### Logic cells by family, run 1

(2 px per um)
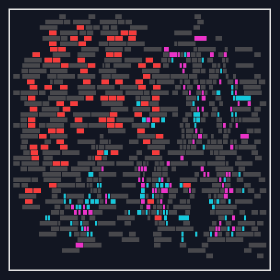
### Register map, names as in the netlist, run 1

(2 px per um)
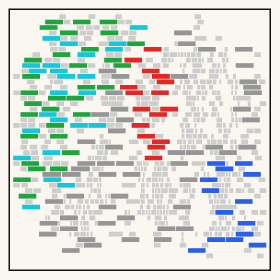
### A small window of the routed layout, run 1

Window x 52 to 77, y 26 to 51 um. Cells in gray, sequential cells in the stronger gray; small squares are vias.
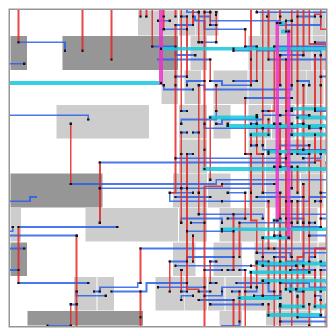
File: src/rtl/imem_uart_loader.sv
// UART (8N1) program loader for the instruction memory.
// Receives a 16-bit big-endian word count N followed by N big-endian 32-bit words,
// writes them to consecutive word addresses and holds the CPU while loading.
module imem_uart_loader #(
    parameter int unsigned CLKS_PER_BIT = 868,
    parameter int unsigned ADDR_W       = 14
) (
    input  logic              clock,
    input  logic              reset,
    input  logic              load_en,
    input  logic              uart_rx,
    output logic              imem_we,
    output logic [ADDR_W-1:0] imem_addr,
    output logic [31:0]       imem_wdata,
    output logic              cpu_hold,
    output logic              done,
    output logic              frame_err,
    output logic [15:0]       word_cnt
);

    localparam int unsigned CNT_W = (CLKS_PER_BIT > 1) ? $clog2(CLKS_PER_BIT) : 1;
    localparam logic [CNT_W-1:0] BIT_LAST  = CNT_W'(CLKS_PER_BIT - 1);
    localparam logic [CNT_W-1:0] HALF_LAST = CNT_W'(CLKS_PER_BIT / 2 - 1);

    localparam logic [1:0] R_IDLE  = 2'd0;
    localparam logic [1:0] R_START = 2'd1;
    localparam logic [1:0] R_DATA  = 2'd2;
    localparam logic [1:0] R_STOP  = 2'd3;

    localparam logic [2:0] L_IDLE   = 3'd0;
    localparam logic [2:0] L_HDR_HI = 3'd1;
    localparam logic [2:0] L_HDR_LO = 3'd2;
    localparam logic [2:0] L_DATA   = 3'd3;
    localparam logic [2:0] L_DONE   = 3'd4;

    logic             rx_meta, rx_sync, rx_prev;
    logic [1:0]       rx_state;
    logic [CNT_W-1:0] clk_cnt;
    logic [2:0]       bit_idx;
    logic [7:0]       rx_shift;
    logic             byte_valid;
    logic             stop_err;

    logic [2:0]       l_state;
    logic [15:0]      n_len;
    logic [1:0]       byte_idx;
    logic [23:0]      word_sr;

    // Two-flop synchronizer plus a delayed copy for falling-edge detection.
    always_ff @(posedge clock or negedge reset) begin
        if (!reset) begin
            rx_meta <= 1'b1;
            rx_sync <= 1'b1;
            rx_prev <= 1'b1;
        end else begin
            rx_meta <= uart_rx;
            rx_sync <= rx_meta;
            rx_prev <= rx_sync;
        end
    end

    // Receiver: mid-bit sampling; byte_valid / stop_err are one-cycle pulses.
    always_ff @(posedge clock or negedge reset) begin
        if (!reset) begin
            rx_state   <= R_IDLE;
            clk_cnt    <= '0;
            bit_idx    <= '0;
            rx_shift   <= '0;
            byte_valid <= 1'b0;
            stop_err   <= 1'b0;
        end else begin
            byte_valid <= 1'b0;
            stop_err   <= 1'b0;
            case (rx_state)
                R_IDLE: begin
                    clk_cnt <= '0;
                    if (rx_prev && !rx_sync) rx_state <= R_START;
                end
                R_START: begin
                    if (clk_cnt == HALF_LAST) begin
                        clk_cnt  <= '0;
                        bit_idx  <= '0;
                        // Line back high at mid start bit: treat as a glitch.
                        rx_state <= rx_sync ? R_IDLE : R_DATA;
                    end else begin
                        clk_cnt <= clk_cnt + CNT_W'(1);
                    end
                end
                R_DATA: begin
                    if (clk_cnt == BIT_LAST) begin
                        clk_cnt  <= '0;
                        rx_shift <= {rx_sync, rx_shift[7:1]};
                        bit_idx  <= bit_idx + 3'd1;
                        if (bit_idx == 3'd7) rx_state <= R_STOP;
                    end else begin
                        clk_cnt <= clk_cnt + CNT_W'(1);
                    end
                end
                R_STOP: begin
                    if (clk_cnt == BIT_LAST) begin
                        clk_cnt <= '0;
                        if (rx_sync) byte_valid <= 1'b1;
                        else         stop_err   <= 1'b1;
                        rx_state <= R_IDLE;
                    end else begin
                        clk_cnt <= clk_cnt + CNT_W'(1);
                    end
                end
                default: rx_state <= R_IDLE;
            endcase
        end
    end

    // Load sequencer: header, word assembly, write strobe, then address/count advance.
    always_ff @(posedge clock or negedge reset) begin
        if (!reset) begin
            l_state    <= L_IDLE;
            n_len      <= '0;
            byte_idx   <= '0;
            word_sr    <= '0;
            imem_we    <= 1'b0;
            imem_addr  <= '0;
            imem_wdata <= '0;
            cpu_hold   <= 1'b0;
            done       <= 1'b0;
            frame_err  <= 1'b0;
            word_cnt   <= '0;
        end else begin
            if (stop_err) frame_err <= 1'b1;
            case (l_state)
                L_IDLE: begin
                    if (load_en) begin
                        l_state   <= L_HDR_HI;
                        cpu_hold  <= 1'b1;
                        imem_addr <= '0;
                        word_cnt  <= '0;
                        byte_idx  <= '0;
                        frame_err <= 1'b0;
                    end
                end
                L_HDR_HI: begin
                    if (!load_en) begin
                        l_state  <= L_IDLE;
                        cpu_hold <= 1'b0;
                    end else if (byte_valid) begin
                        n_len[15:8] <= rx_shift;
                        l_state     <= L_HDR_LO;
                    end
                end
                L_HDR_LO: begin
                    if (!load_en) begin
                        l_state  <= L_IDLE;
                        cpu_hold <= 1'b0;
                    end else if (byte_valid) begin
                        n_len[7:0] <= rx_shift;
                        if ({n_len[15:8], rx_shift} == 16'd0) begin
                            l_state  <= L_DONE;
                            done     <= 1'b1;
                            cpu_hold <= 1'b0;
                        end else begin
                            l_state <= L_DATA;
                        end
                    end
                end
                L_DATA: begin
                    if (!load_en) begin
                        // Abort: a pending partial word is simply forgotten.
                        l_state  <= L_IDLE;
                        cpu_hold <= 1'b0;
                        imem_we  <= 1'b0;
                    end else if (imem_we) begin
                        imem_we   <= 1'b0;
                        imem_addr <= imem_addr + ADDR_W'(1);
                        word_cnt  <= word_cnt + 16'd1;
                        if (word_cnt + 16'd1 == n_len) begin
                            l_state  <= L_DONE;
                            done     <= 1'b1;
                            cpu_hold <= 1'b0;
                        end
                    end else if (byte_valid) begin
                        if (byte_idx == 2'd3) begin
                            imem_wdata <= {word_sr, rx_shift};
                            imem_we    <= 1'b1;
                        end else begin
                            word_sr <= {word_sr[15:0], rx_shift};
                        end
                        byte_idx <= byte_idx + 2'd1;
                    end
                end
                L_DONE: begin
                    if (!load_en) begin
                        done    <= 1'b0;
                        l_state <= L_IDLE;
                    end
                end
                default: begin
                    l_state  <= L_IDLE;
                    cpu_hold <= 1'b0;
                    done     <= 1'b0;
                    imem_we  <= 1'b0;
                end
            endcase
        end
    end

endmodule

File: config.mk
export PLATFORM = sky130hd
export DESIGN_NAME = imem_uart_loader
export DESIGN_NICKNAME = d
export VERILOG_FILES = /design/src/rtl/imem_uart_loader.sv
export SDC_FILE = /design/constraint.sdc
export NUM_CORES = 1
export LEC_CHECK = 0
export CORE_UTILIZATION = 40
export CTS_BUF_LIST = sky130_fd_sc_hd__clkbuf_8
export CTS_CLUSTER_SIZE = 40
export DETAILED_ROUTE_END_ITERATION = 8
export SYNTH_ARGS = -nofsm -noshare
export SYNTH_HDL_FRONTEND = slang
export SYNTH_SLANG_ARGS = --single-unit
File: constraint.sdc
create_clock -name clock -period 2.5 [get_ports clock]
set_input_delay 0.5 -clock clock [delete_from_list [all_inputs] [get_ports clock]]
set_output_delay 0.5 -clock clock [all_outputs]
set_load 0.01 [all_outputs]
==> results.ini, run 1 <==
[status]
status=complete, no violations

[synthesis]
synth_seq_share_pct=53.32
ys_types=61
syn-cell-area_um2=6530
synth_nets=590
async_flop_share_pct=100.0
postSynthCellCount=579
synth-edff-count=0
mux_area_share_pct=14.58
ys_sh_aoi_pct=9.197
yosys.stat.chipArea_um2=6530
yosysWarningCount=0
avgSynthCellArea_um2=11.28
ys_sh_adder_pct=1.341

[floorplanning]
core_util_floorplan_pct=41.11
die_y_um=129.8
core_um2=15890
die_area_um2=16840
rows=46

[pwr]
leakage_nw=3.749
switching_share_pct=30.52
intPower_w=0.003696
combPwrFrac_pct=17.1
p_per_area_nw_per_um2=660.1
power.share.clock_pct=35.2
finalPower_w=0.005319
ir_drop_uv=386.4

[placement]
gp_congestion=0.8794
dpl.hpwl_mm=9.636
port-buffer-count=69

[setup_path]
crit_start=word_cnt[1]$_DFFE_PN0P_
cp-endpoint=l_state[1]$_DFFE_PN0P_
r2r_start=word_cnt[1]$_DFFE_PN0P_
reg2reg_depth=7
required_ps=2840
cp-end-kind=flip-flop
ff2ff_setup_slack_ps=130
timing.rr.end=l_state[1]$_DFFE_PN0P_
worstPathMaxFanout=7
cp.arrival_ps=2710
cp-start-kind=flip-flop

[global_route]
grt.busiest_layer=met2
grt_use_met3_pct=4.469
use_met1_pct=23.79
grt_start_max_net_pins=45
antenna_found_initial=0
overflow=0
grt_pass1_wl_mm=23.65

[clocking]
h-tree-depth=4
post_cts_buffers=0
cts_tree=built
cts_sinks=139
clk_pin_slew_ps=80
clockRootBuffer=clkbuf_8

[timing]
period_minus_slack_ps=2369
hold_viol_final=0
fin_skew_ps=12.42
rsz0062_at_grt=false
setup_ws_ps=130.9
setup_violations=0
maxSlewHeadroom_pct=64.52
drv_slew=0
layout_worst_path_cycle_share_pct=94.76

[finish]
layout_top_cell=dfrtp_1
largest_register_ffs=32
final-comb-area_um2=2899
syn_to_final_growth_pct=23.41
fillCellCount=1437
mostFrequentLayoutCells=dfrtp_1, mux2_2, clkdlybuf4s50_1
seq_area_um2=3482
drive_gt1_share_pct=22.25
antenna_cells=0
fin_area_um2=8059
fin_cells=899

[job]
max_cap_violations=0
tool_warnings=27

[route]
drt-total-wl_mm=14.17
drt_pass1_iterations=4
via_per_inst=5.294
via_count=4759
drtAntennaViolNets=0
drtIter0Drc=332

[min_path]
hp-class=reg2reg

## Picture notes: 'Logic cells by family'
nand cells: in magenta, cells 77. nor cells: in cyan, cells 82. mux cells: in red, cells 85.

## Picture notes: 'Register map, names as in the netlist'
imem_wdata: in green, flops 32. n_len: in red, flops 16. word_sr: in cyan, flops 24. imem_addr: in blue, flops 14, where lower right.
Another 53 sequential cells are not colored.

## Picture notes: 'A small window of the routed layout'
metal 2: in red. metal 4: in magenta. metal 1: in blue. metal 3: in cyan.
Sequential cells in the window: 2. Most frequent: nand2_1 (8), nor2_1 (6). Netlist names of flops here include byte_idx (1), byte_valid (1). 49 logic cells have their middle in the window.

## run 1: cells by family (layout without fill, tap and decap cells)
family | after synthesis | in the layout
XOR/XNOR | 38 | 38
AND/OR/NAND/NOR | 179 | 179
flip-flops | 139 | 139
multiplexers | 85 | 85
buffers and inverters | 37 | 141
adder cells (fa/ha/maj) | 7 | 7
AND-OR/OR-AND | 94 | 94
## run 1: cell type report
type                       instances  share of cell area, %
clock buffer                      18                  3.074
clock inverter                    14                  1.987
inverter                          12                 0.5589
multi-input combinational        403                  35.97
sequential                       139                  43.21
tap                              216                  3.354
timing repair buffer              97                  11.85
## run 1: metal layers
metal  up-vias  share of wire [%]
met2       127                 47
li1       2269                  -
met4         0                1.3
met3        18                4.3
met5         -                  0
met1      2345                 48
## run 1: worst min-delay path by stage
stage / cells past startpoint / slack [ps] / end
3_5_place_dp: 0 / 350 / rx_sync$_DFF_PN1_
3_3_place_gp: 0 / 350 / rx_sync$_DFF_PN1_
2_1_floorplan: 0 / 200 / async pin
4_1_cts: 0 / 360 / rx_sync$_DFF_PN1_
5_1_grt: 0 / 370 / rx_sync$_DFF_PN1_
6_report: 0 / 360 / rx_sync$_DFF_PN1_
## run 1: power by group through the flow
stage | Clock (W) | Combinational, W | Sequential [W]
2_1_floorplan | 0 | 0.000595 | 0.00253
3_3_place_gp | 0 | 0.000882 | 0.00258
3_5_place_dp | 0 | 0.000908 | 0.00258
4_1_cts | 0.00193 | 0.000916 | 0.00254
5_1_grt | 0.00202 | 0.00101 | 0.00256
6_report | 0.00187 | 0.000909 | 0.00254
## run 1: synthesized netlist by cell type, drive strengths merged, types with 2 or more instances
cell type | n | share of area [%]
nor3b | 3 | 0.34
ha | 7 | 1.3
a32oi | 3 | 0.40
dfrtp | 136 | 52
nor2b | 3 | 0.29
o22ai | 3 | 0.29
nand4 | 9 | 0.96
nor3 | 9 | 0.77
nor2 | 56 | 3.3
a21o | 2 | 0.23
nand2 | 42 | 2.4
o31ai | 4 | 0.46
mux2 | 81 | 14
or3 | 2 | 0.19
a31oi | 6 | 0.57
dfstp | 3 | 1.2
a21oi | 19 | 1.5
xor2 | 17 | 2.3
nand4bb | 2 | 0.34
o41ai | 3 | 0.40
nand3 | 20 | 1.7
clkbuf | 14 | 0.80
buf | 11 | 0.92
a211oi | 2 | 0.38
and4 | 4 | 0.54
inv | 12 | 0.69
and3 | 12 | 1.1
xnor2 | 21 | 2.8
o21ai | 36 | 2.8
nor4 | 10 | 1.2
nand2b | 3 | 0.29
mux2i | 4 | 0.61
## run 1: worst max-delay path, stage by stage (launching register included)
cell and delay (ps):
dfrtp_1 370, ha_1 260, nand3_4 160, or3_1 410, a22oi_1 180, nand4_1 140
a2111o_1 530, o21a_1 220
## run 1: what timing repair did
item | in CTS | in global routing
hold endpoints to repair | 41 | 0
gates resized | 0 | 1
endpoints found under the setup margin | 0 | 4
hold buffers | 1 | 0
## run 1: metrics by stage
step / util, % / hold slack [ps]
after floorplan: - / 204.4
after global placement: 48.09 / 348.6
after detailed placement: 48.09 / 346.8
after CTS: 50.72 / 359.3
after global routing: 50.73 / 368.8
final: 50.73 / 358.0
==> run 2, diff against run 1 <==
- CORE_MARGIN: unset -> 2
- RECOVER_POWER: unset -> 25
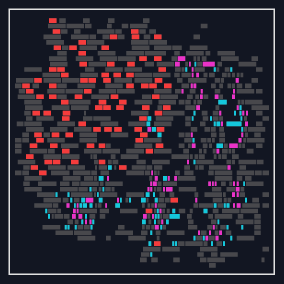
*Logic cells by family, run 2*
(2 px per um)
nand cells: in magenta, cells 77. mux cells: in red, cells 85. nor cells: in cyan, cells 82.

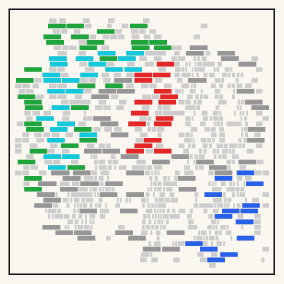
*Register map, names as in the netlist, run 2*
(2 px per um)
word_sr: in cyan, flops 24. imem_addr: in blue, flops 14, where lower right. n_len: in red, flops 16. imem_wdata: in green, flops 32.
Another 53 sequential cells are not colored.

==> results.ini, run 2 <==
[timing]
period_minus_slack_ps=2381  ; +12.11 ps
tightest_slew_ps=1067
layout_worst_path_cycle_share_pct=95.25  ; +0.48 points
rsz0062_at_grt=false
maxSlewHeadroom_pct=28.85  ; -36 points
drv_slew=0  ; unchanged
hold_viol_final=0  ; unchanged
setup_violations=0  ; unchanged
fin_skew_ps=9.124  ; -3.296 ps

[pwr]
power.share.clock_pct=37.7  ; +2.5 points
p_seq_share_pct=46.2
switching_share_pct=29.15  ; -1.4 points
p_per_area_nw_per_um2=680.2  ; +3.0%
leakage_nw=3.755  ; +0.16%
ir_drop_uv=365.6  ; -5.4%
intPower_w=0.003895  ; +5.4%
finalPower_w=0.005498  ; +3.4%
combPwrFrac_pct=16.2  ; -0.9 points

[finish]
fillCellCount=1431  ; -0.42%
drive_gt1_share_pct=22.32  ; +0.065 points
antenna_cells=0  ; unchanged
layout_top_cell=dfrtp_1
fin_cells=897  ; -0.22%
seq_area_um2=3483  ; about the same
mostFrequentLayoutCells=dfrtp_1, mux2_2, clkdlybuf4s50_1
final-comb-area_um2=2908  ; +0.30%
final_core_util_pct=50.70  ; about the same
syn_to_final_growth_pct=23.78
largest_register_ffs=32  ; unchanged

[setup_path]
cp-end-kind=flip-flop
worstPathMaxFanout=6  ; -1
cp.arrival_ps=2710  ; about the same
reg2reg_depth=8  ; +1
cp-start-kind=flip-flop
required_ps=2830  ; about the same

[status]
status=complete, no violations

[clocking]
cts_sinks=139  ; unchanged
cts_buffers=17
clk_pin_slew_ps=80  ; about the same
h-tree-depth=4  ; unchanged
cts_tree=built
clockRootBuffer=clkbuf_8

[route]
via_count=4689  ; -1.5%
drtAntennaViolNets=0  ; unchanged
via_per_inst=5.227  ; -1.3%
drtIter0Drc=305  ; -8.1%
drt_pass1_iterations=4  ; unchanged
drt-total-wl_mm=13.79  ; -2.6%

[synthesis]
synth-edff-count=0  ; unchanged
synth.most_common_cell=dfrtp_1
postSynthCellCount=579  ; unchanged
yosysWarningCount=0  ; unchanged
syn-cell-area_um2=6530  ; unchanged
synth_nets=590  ; unchanged
yosys.stat.chipArea_um2=6530  ; unchanged
common_cells=dfrtp_1, mux2_2, nor2_1
synth_seq_share_pct=53.32  ; unchanged
ys_sh_aoi_pct=9.197  ; unchanged
avgSynthCellArea_um2=11.28  ; unchanged
async_flop_share_pct=100.0  ; unchanged
ys_sh_adder_pct=1.341  ; unchanged
area_leaders=dfrtp_1, mux2_2, nor2_1, xnor2_1, o21ai_0
top_area_cell=dfrtp_1
top_area_share_pct=52.12  ; unchanged
ys_types=61  ; unchanged
mux_area_share_pct=14.58  ; unchanged
logic_family=multiplexers

[floorplanning]
core_um2=15940  ; +0.36%
die_y_um=131.8  ; +1.5%
core_util_floorplan_pct=40.96  ; -0.15 points
rows=46  ; unchanged
die_area_um2=17360  ; +3.1%

[placement]
gp_congestion=0.8589  ; -2.3%
port-buffer-count=69  ; unchanged
dpl.hpwl_mm=9.519  ; -1.2%
place_inst=863

[global_route]
grt_usage_pct=17.00
grt_start_max_net_pins=48  ; +6.7%
antenna_found_initial=0  ; unchanged
grt_pass1_wl_mm=24.03  ; +1.6%
overflow=0  ; unchanged

[min_path]
hold_depth=0  ; unchanged
hp-class=reg2reg

[job]
tool_warnings=27  ; unchanged
max_cap_violations=0  ; unchanged

## run 2: kinds of logic after synthesis
logic type,Yosys count
xor gates and xnor gates,38
buffers and inverters,37
and+or+nand+nor,179
adders and majority gates,7
AOI/OAI and AO/OA,94
muxes,85
DFF,139
## run 2: worst paths after layout
check,from,endpoint,slack (ps)
max,word_cnt[1]$_DFFE_PN0P_,l_state[1]$_DFFE_PN0P_,120
min,rx_meta$_DFF_PN1_,rx_sync$_DFF_PN1_,360
max reg2reg,word_cnt[1]$_DFFE_PN0P_,l_state[1]$_DFFE_PN0P_,120
min reg2reg,rx_meta$_DFF_PN1_,rx_sync$_DFF_PN1_,360
max in group asynchronous,reset,n_len[11]$_DFFE_PN0P_,420
min in group asynchronous,reset,cpu_hold$_DFFE_PN0P_,790
## run 2: final cells by class
type / instances / share of cell area, %
inverter: 12 / 0.5573
timing repair buffer: 95 / 11.39
tap: 216 / 3.344
multi-input combinational: 403 / 35.98
sequential: 139 / 43.10
clock inverter: 14 / 2.570
clock buffer: 18 / 3.065
## run 2: routing by layer
layer | part of all wire, % | vias to the layer above | global-route usage (%)
met5 | 0 | - | 0
met4 | 1.3 | 0 | 6.341
met3 | 3.8 | 10 | 4.383
met2 | 46 | 89 | 25.22
met1 | 49 | 2319 | 24.08
li1 | - | 2271 | -
## run 2: through the flow
stage / worst slack (ps) / hold WS, ps / instance area, um^2
floorplan: 171.3 / 204.4 / 6530
global placement: 41.90 / 347.8 / 7617
detailed placement: 12.57 / 349.1 / 7617
CTS: 14.66 / 361.0 / 8083
global route: 10.72 / 370.7 / 8083
finish: 118.8 / 363.9 / 8083
## run 2: worst max-delay path: stages, from the launching register on
cell and delay (ps):
dfrtp_2 440, ha_2 210, buf_4 160, xor2_1 160
o2111ai_1 180, o21ai_1 120, a211o_1 280, a2111o_1 500
o21a_1 220
## run 2: timing repair
item | in CTS | in global routing
hold endpoints to repair | 38 | 0
resized | 0 | 5
setup endpoints to repair | 0 | 5
setup buffers | 0 | 1
hold buffers | 1 | 0
## run 2: power by group through the flow
stage          combinational, W  sequential (W)  clock [W]
2_1_floorplan          0.000595         0.00253          0
3_3_place_gp           0.000879         0.00258          0
3_5_place_dp           0.000896         0.00258          0
4_1_cts                0.000900         0.00254    0.00214
5_1_grt                 0.00100         0.00256    0.00223
6_report               0.000889         0.00254    0.00207
No activity file was given, so power comes from the tool's default toggle rates.
